==> src/rtl/hist_avmm_pkg.sv <==
// hist_avmm_pkg: shared requester IDs, lock states and default widths for the histogram AVMM arbiter.
package hist_avmm_pkg;
  localparam int NUM_REQ = 2;
  localparam int DEF_ADDR_W = 32;
  localparam int DEF_DATA_W = 32;
  localparam int DEF_MAX_PEND = 4;
  typedef enum logic {REQ_M0 = 1'b0, REQ_M1 = 1'b1} req_id_t;
  typedef enum logic {UNLOCKED = 1'b0, LOCKED = 1'b1} lock_t;
endpackage

==> src/rtl/hist_id_fifo.sv <==
// hist_id_fifo: in-order FIFO of requester IDs for outstanding reads.
module hist_id_fifo
  import hist_avmm_pkg::*;
#(
  parameter int DEPTH = DEF_MAX_PEND
) (
  input  logic                     clk,
  input  logic                     rst,
  input  logic                     push,
  input  logic                     pop,
  input  req_id_t                  push_id,
  output req_id_t                  head_id,
  output logic                     full,
  output logic                     empty,
  output logic [$clog2(DEPTH):0]   count
);
  localparam int PW = $clog2(DEPTH);
  localparam int CW = PW + 1;
  req_id_t mem [DEPTH];
  logic [PW-1:0] wr_ptr, rd_ptr;
  logic do_push, do_pop;
  assign full = count == CW'(DEPTH);
  assign empty = count == '0;
  assign do_push = push && !full;
  assign do_pop = pop && !empty;
  assign head_id = mem[rd_ptr];
  always_ff @(posedge clk) begin
    if (rst) begin
      wr_ptr <= '0;
      rd_ptr <= '0;
      count <= '0;
    end else begin
      if (do_push) wr_ptr <= wr_ptr + 1'b1;
      if (do_pop) rd_ptr <= rd_ptr + 1'b1;
      count <= count + CW'(do_push) - CW'(do_pop);
    end
  end
  always_ff @(posedge clk)
    if (do_push) mem[wr_ptr] <= push_id;
endmodule

==> src/rtl/hist_avmm_arbiter.sv <==
// hist_avmm_arbiter: two-master Avalon-MM arbiter with grant lock, read-ID tracking and orphan-response detection.
module hist_avmm_arbiter
  import hist_avmm_pkg::*;
#(
  parameter int ADDR_W = DEF_ADDR_W,
  parameter int DATA_W = DEF_DATA_W,
  parameter int MAX_PEND = DEF_MAX_PEND
) (
  input  logic                        clk_clk,
  input  logic                        clk_reset_reset,
  input  logic [ADDR_W-1:0]           m0_address,
  input  logic                        m0_read,
  input  logic                        m0_write,
  input  logic [DATA_W-1:0]           m0_writedata,
  input  logic [DATA_W/8-1:0]         m0_byteenable,
  output logic                        m0_waitrequest,
  output logic [DATA_W-1:0]           m0_readdata,
  output logic                        m0_readdatavalid,
  input  logic [ADDR_W-1:0]           m1_address,
  input  logic                        m1_read,
  input  logic                        m1_write,
  input  logic [DATA_W-1:0]           m1_writedata,
  input  logic [DATA_W/8-1:0]         m1_byteenable,
  output logic                        m1_waitrequest,
  output logic [DATA_W-1:0]           m1_readdata,
  output logic                        m1_readdatavalid,
  output logic [ADDR_W-1:0]           s_address,
  output logic [DATA_W-1:0]           s_writedata,
  output logic [DATA_W/8-1:0]         s_byteenable,
  output logic                        s_read,
  output logic                        s_write,
  input  logic                        s_waitrequest,
  input  logic [DATA_W-1:0]           s_readdata,
  input  logic                        s_readdatavalid,
  output logic [$clog2(MAX_PEND):0]   pend_count,
  output logic                        orphan_err
);
  lock_t state, state_nx;
  req_id_t last, lock_id, gnt, head;
  logic [NUM_REQ-1:0] rd, act;
  logic g_rd, g_act, fwd, accept, full, empty, pop;
  assign rd = {m1_read, m0_read};
  assign act = rd | {m1_write, m0_write};
  // On a tie the requester not served by the last accepted transfer wins
  always_comb
    gnt = state == LOCKED ? lock_id :
          &act ? (last == REQ_M0 ? REQ_M1 : REQ_M0) :
          act[1] ? REQ_M1 : REQ_M0;
  assign g_rd = rd[gnt];
  assign g_act = act[gnt];
  assign s_read = !clk_reset_reset && g_rd && !full;
  assign s_write = !clk_reset_reset && g_act && !g_rd;
  assign fwd = s_read || s_write;
  assign accept = fwd && !s_waitrequest;
  assign s_address = gnt == REQ_M1 ? m1_address : m0_address;
  assign s_writedata = gnt == REQ_M1 ? m1_writedata : m0_writedata;
  assign s_byteenable = gnt == REQ_M1 ? m1_byteenable : m0_byteenable;
  assign m0_waitrequest = !(accept && gnt == REQ_M0);
  assign m1_waitrequest = !(accept && gnt == REQ_M1);
  assign m0_readdata = s_readdata;
  assign m1_readdata = s_readdata;
  assign pop = !clk_reset_reset && s_readdatavalid && !empty;
  assign m0_readdatavalid = pop && head == REQ_M0;
  assign m1_readdatavalid = pop && head == REQ_M1;
  // A lock is also dropped if the holder withdraws its command
  always_comb
    state_nx = state == UNLOCKED ? (fwd && s_waitrequest ? LOCKED : UNLOCKED)
                                 : (accept || !g_act ? UNLOCKED : LOCKED);
  always_ff @(posedge clk_clk) begin
    if (clk_reset_reset) begin
      state <= UNLOCKED;
      last <= REQ_M1;
      lock_id <= REQ_M0;
      orphan_err <= 1'b0;
    end else begin
      state <= state_nx;
      if (state == UNLOCKED) lock_id <= gnt;
      if (accept) last <= gnt;
      if (s_readdatavalid && empty) orphan_err <= 1'b1;
    end
  end
  hist_id_fifo #(.DEPTH(MAX_PEND)) u_id_fifo (
    .clk(clk_clk),
    .rst(clk_reset_reset),
    .push(accept && s_read),
    .pop(pop),
    .push_id(gnt),
    .head_id(head),
    .full(full),
    .empty(empty),
    .count(pend_count)
  );
endmodule
==> config.mk <==
export PLATFORM = sky130hd
export DESIGN_NAME = hist_avmm_arbiter
export DESIGN_NICKNAME = d
export VERILOG_FILES = /design/src/rtl/hist_avmm_pkg.sv /design/src/rtl/hist_id_fifo.sv /design/src/rtl/hist_avmm_arbiter.sv
export SDC_FILE = /design/constraint.sdc
export NUM_CORES = 1
export LEC_CHECK = 0
export CAP_MARGIN = 15
export CORE_AREA = 2 2 124 126
export CTS_BUF_LIST = sky130_fd_sc_hd__clkbuf_4 sky130_fd_sc_hd__clkbuf_8 sky130_fd_sc_hd__clkbuf_16
export CTS_CLUSTER_DIAMETER = 50
export DETAILED_ROUTE_END_ITERATION = 7
export DIE_AREA = 0 0 126 128
export PLACE_DENSITY = 0.57
export SLEW_MARGIN = 20
export SYNTH_ARGS = -nofsm -noshare
export SYNTH_HDL_FRONTEND = slang
export SYNTH_SLANG_ARGS = --single-unit
export TNS_END_PERCENT = 5
==> constraint.sdc <==
create_clock -name clk_clk -period 2.8 [get_ports clk_clk]
set_clock_uncertainty 0.05 [all_clocks]
set_input_delay 0.56 -clock clk_clk [delete_from_list [all_inputs] [get_ports clk_clk]]
set_output_delay 0.56 -clock clk_clk [all_outputs]
set_load 0.05 [all_outputs]
### Where the registers sit, run 1

The bar under the picture is 50 um long. Other sequential cells in the stronger gray, the rest of the logic in the fainter gray.
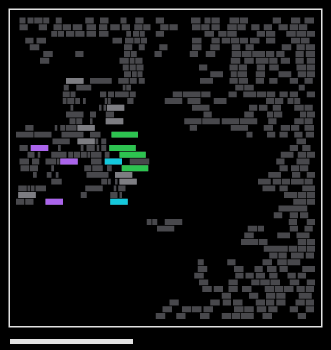
[u_id_fifo.rd_ptr] cyan | flops: 2
[u_id_fifo.mem] green | flops: 4
[u_id_fifo.count] purple | flops: 3
register share of the cell area: 7.93%
Final Util: 32.3%
sequential cell power: 357 uW

### The clock network, run 1

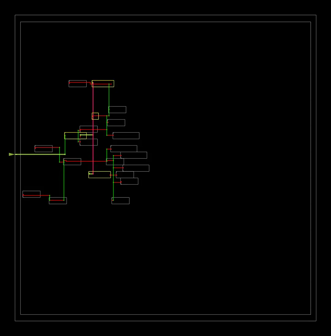
Latency at later pin: 0.25 ns
CLK BUF: 3

==> job_summary.md, run 1 <==
## Synthesis and layout report

| Metric | Value |
|---|---|
| Outcome | complete, no violations |
| # H-tree levels | 1 |
| XOR/XNOR Area Share | 1.94% |
| Most common logic cell in the routed design | clkdlybuf4s50_1 |
| Worst r2r path cells | 10 |
| CTS tree | built |
| Nonclk buf count | 252 |
| GRT busiest layer | met2 |
| Leading area contributor after synthesis | mux2_2 |
| Routing usage on met3 | 10.3% |
| Worst reg2reg endpoint | u_id_fifo.count[2] |
| Leading cell kind | buffers |
| Ys flops | 17 |
| Setup ws final | 0.0402 ns |
| Met3 WL | 1990 um |
| Max_cap viols | 0 |
| Chip height | 128 um |
| Clk pin slew, worst setup/hold paths | 0.06 ns |
| Family with the most delay on the worst path | buffers and inverters |
| Non-clock inverters | 8 |
| Hold Path End | orphan_err |
| CTS Buffer Depth | 2 |
| Worst-Margin Slew | 0.500 ns |
| IO Count | 318 |
| Min Tclk post-route | 2.76 ns |
| Post-Syn Instances | 230 |
| Gpl congestion | 0.851 |
| Slew Limit Headroom | 66.6% |
| Net count, final | 598 |
| Sequential Power Share | 9.1% |
| Max Fclk | 0.362 GHz |
| Clock power share | 7.6% |
| CP bufs+invs | 4 |
| Worst Hold Launch | orphan_err |
| Met2 wire len | 5370 um |
| Post-DP HPWL | 10200 um |
| Min-Delay Path Class | reg -> reg |
| Startpoint types | input pin |
| Leakage | 0.00203 uW |
| Crit path DAT | 2.15 ns |
### Sizing map, run 1

The bar under the picture is 50 um long.
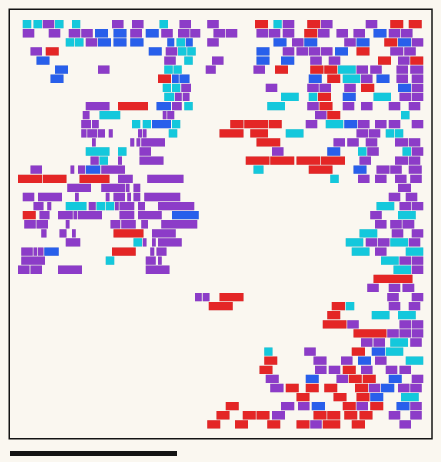
[_0 and _1 cells] purple | cells: 235
[_3 and _4 cells] cyan | cells: 63
[_6 and larger] red | cells: 73
[_2 cells] blue | cells: 43

==> run 2: changes to the inputs <==
Clock period 2.8 ns to 2.85 ns, I/O delays scaled along.
### The clock network, run 2

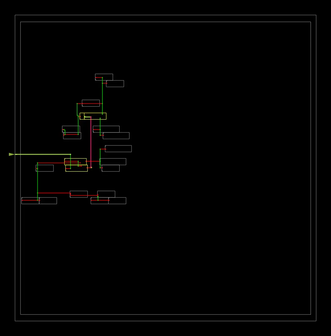
clock sink count: 17
sequential cells: 17
CTS buffer count: 3
P_clk: 281 uW

==> job_summary.md, run 2 <==
## Synthesis and layout report

| Metric | Value |
|---|---|
| Setup ws final | 0.150 ns |
| Worst Hold Launch | orphan_err |
| Min-Delay Path Class | reg -> reg |
| CLK BUF | 3 |
| Hold Path End | orphan_err |
| # H-tree levels | 1 |
| Worst reg2reg endpoint | u_id_fifo.count[2] |
| Outcome | complete, no violations |
| Met3 WL | 1900 um |
| CTS tree | built |
| Chip height | 128 um |
| XOR/XNOR Area Share | 1.94% |
| Latency at later pin | 0.25 ns |
| Min Tclk post-route | 2.70 ns |
| Worst-Margin Slew | 0.500 ns |
| Nonclk buf count | 249 |
| Max_cap viols | 0 |
| Family with the most delay on the worst path | AND-OR/OR-AND gates |
| Gpl congestion | 0.862 |
| Post-Syn Instances | 230 |
| Clk pin slew, worst setup/hold paths | 0.05 ns |
| IO Count | 318 |
| CP bufs+invs | 2 |
| Met2 wire len | 5460 um |
| Most common logic cell in the routed design | clkdlybuf4s50_1 |
| Ys flops | 17 |
| Leading area contributor after synthesis | mux2_2 |
| Max Fclk | 0.370 GHz |
| Routing usage on met3 | 9.22% |
| Slew Limit Headroom | 66.6% |
| Net count, final | 595 |
| Worst r2r path cells | 9 |
| Crit path DAT | 2.08 ns |
| Sequential cell power | 349 uW |
### Close-up of the layout, run 2

Region (80, 17) to (110, 47) um. Cells in gray, sequential cells in the stronger gray; small squares are vias.
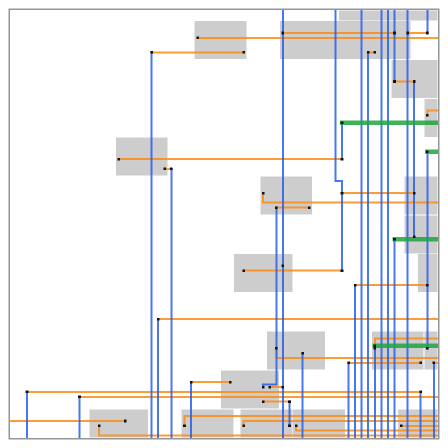
[metal 1] orange
[metal 2] blue
[metal 3] green
most frequent: clkdlybuf4s50_1 (8), buf_6 (5)
sequential cells in the window: 0
cells with their middle in the window: 15

==> run 3: changes to the inputs <==
Settings changed: SLEW_MARGIN 20 to 10.
Clock period 2.85 ns to 3.05 ns, I/O delays scaled along.
### Close-up of the layout, run 3

Region (80, 17) to (110, 47) um. Cells in gray, sequential cells in the stronger gray; small squares are vias.
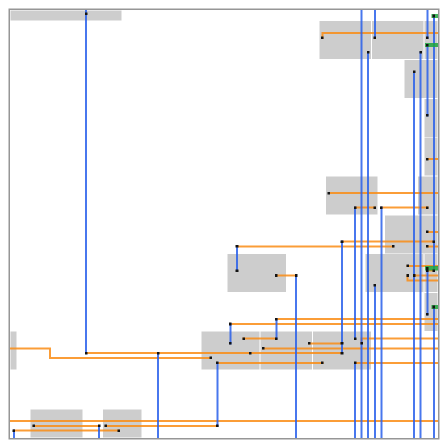
[metal 1] orange
[metal 3] green
[metal 2] blue
cells with their middle in the window: 12
most frequent: mux2_2 (5), clkdlybuf4s50_1 (5)
sequential cells in the window: 0

==> job_summary.md, run 3 <==
## Synthesis and layout report

| Metric | Value |
|---|---|
| Outcome | complete, no violations |
| Min-Delay Path Class | reg -> reg |
| Min Tclk post-route | 2.98 ns |
| Met2 wire len | 4970 um |
| Leading area contributor after synthesis | mux2_2 |
| Max_cap viols | 0 |
| Routing usage on met3 | 13.6% |
| IO Count | 318 |
| Chip height | 128 um |
| Worst r2r path cells | 9 |
| # H-tree levels | 1 |
| CP bufs+invs | 3 |
| Register share of the cell area | 8.23% |
| Latency at later pin | 0.25 ns |
| Worst-Margin Slew | 0.546 ns |
| CLK BUF | 3 |
| Family with the most delay on the worst path | buffers and inverters |
| Startpoint types | input pin |
| Non-clock inverters | 8 |
| Slew Limit Headroom | 63.5% |
| Sequential cell power | 329 uW |
| Max Fclk | 0.335 GHz |
| CTS tree | built |
| Post-DP HPWL | 11200 um |
| Worst Hold Launch | orphan_err |
| Worst reg2reg endpoint | u_id_fifo.count[2] |
| Clock power share | 7.9% |
| Hold Path End | orphan_err |
### The clock network, run 3

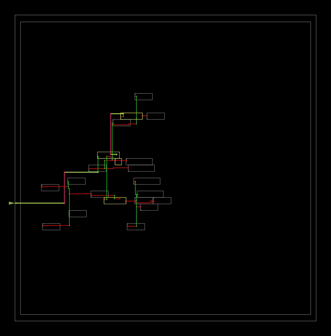
P_clk: 272 uW

Power is estimated from default activity; no workload was simulated.
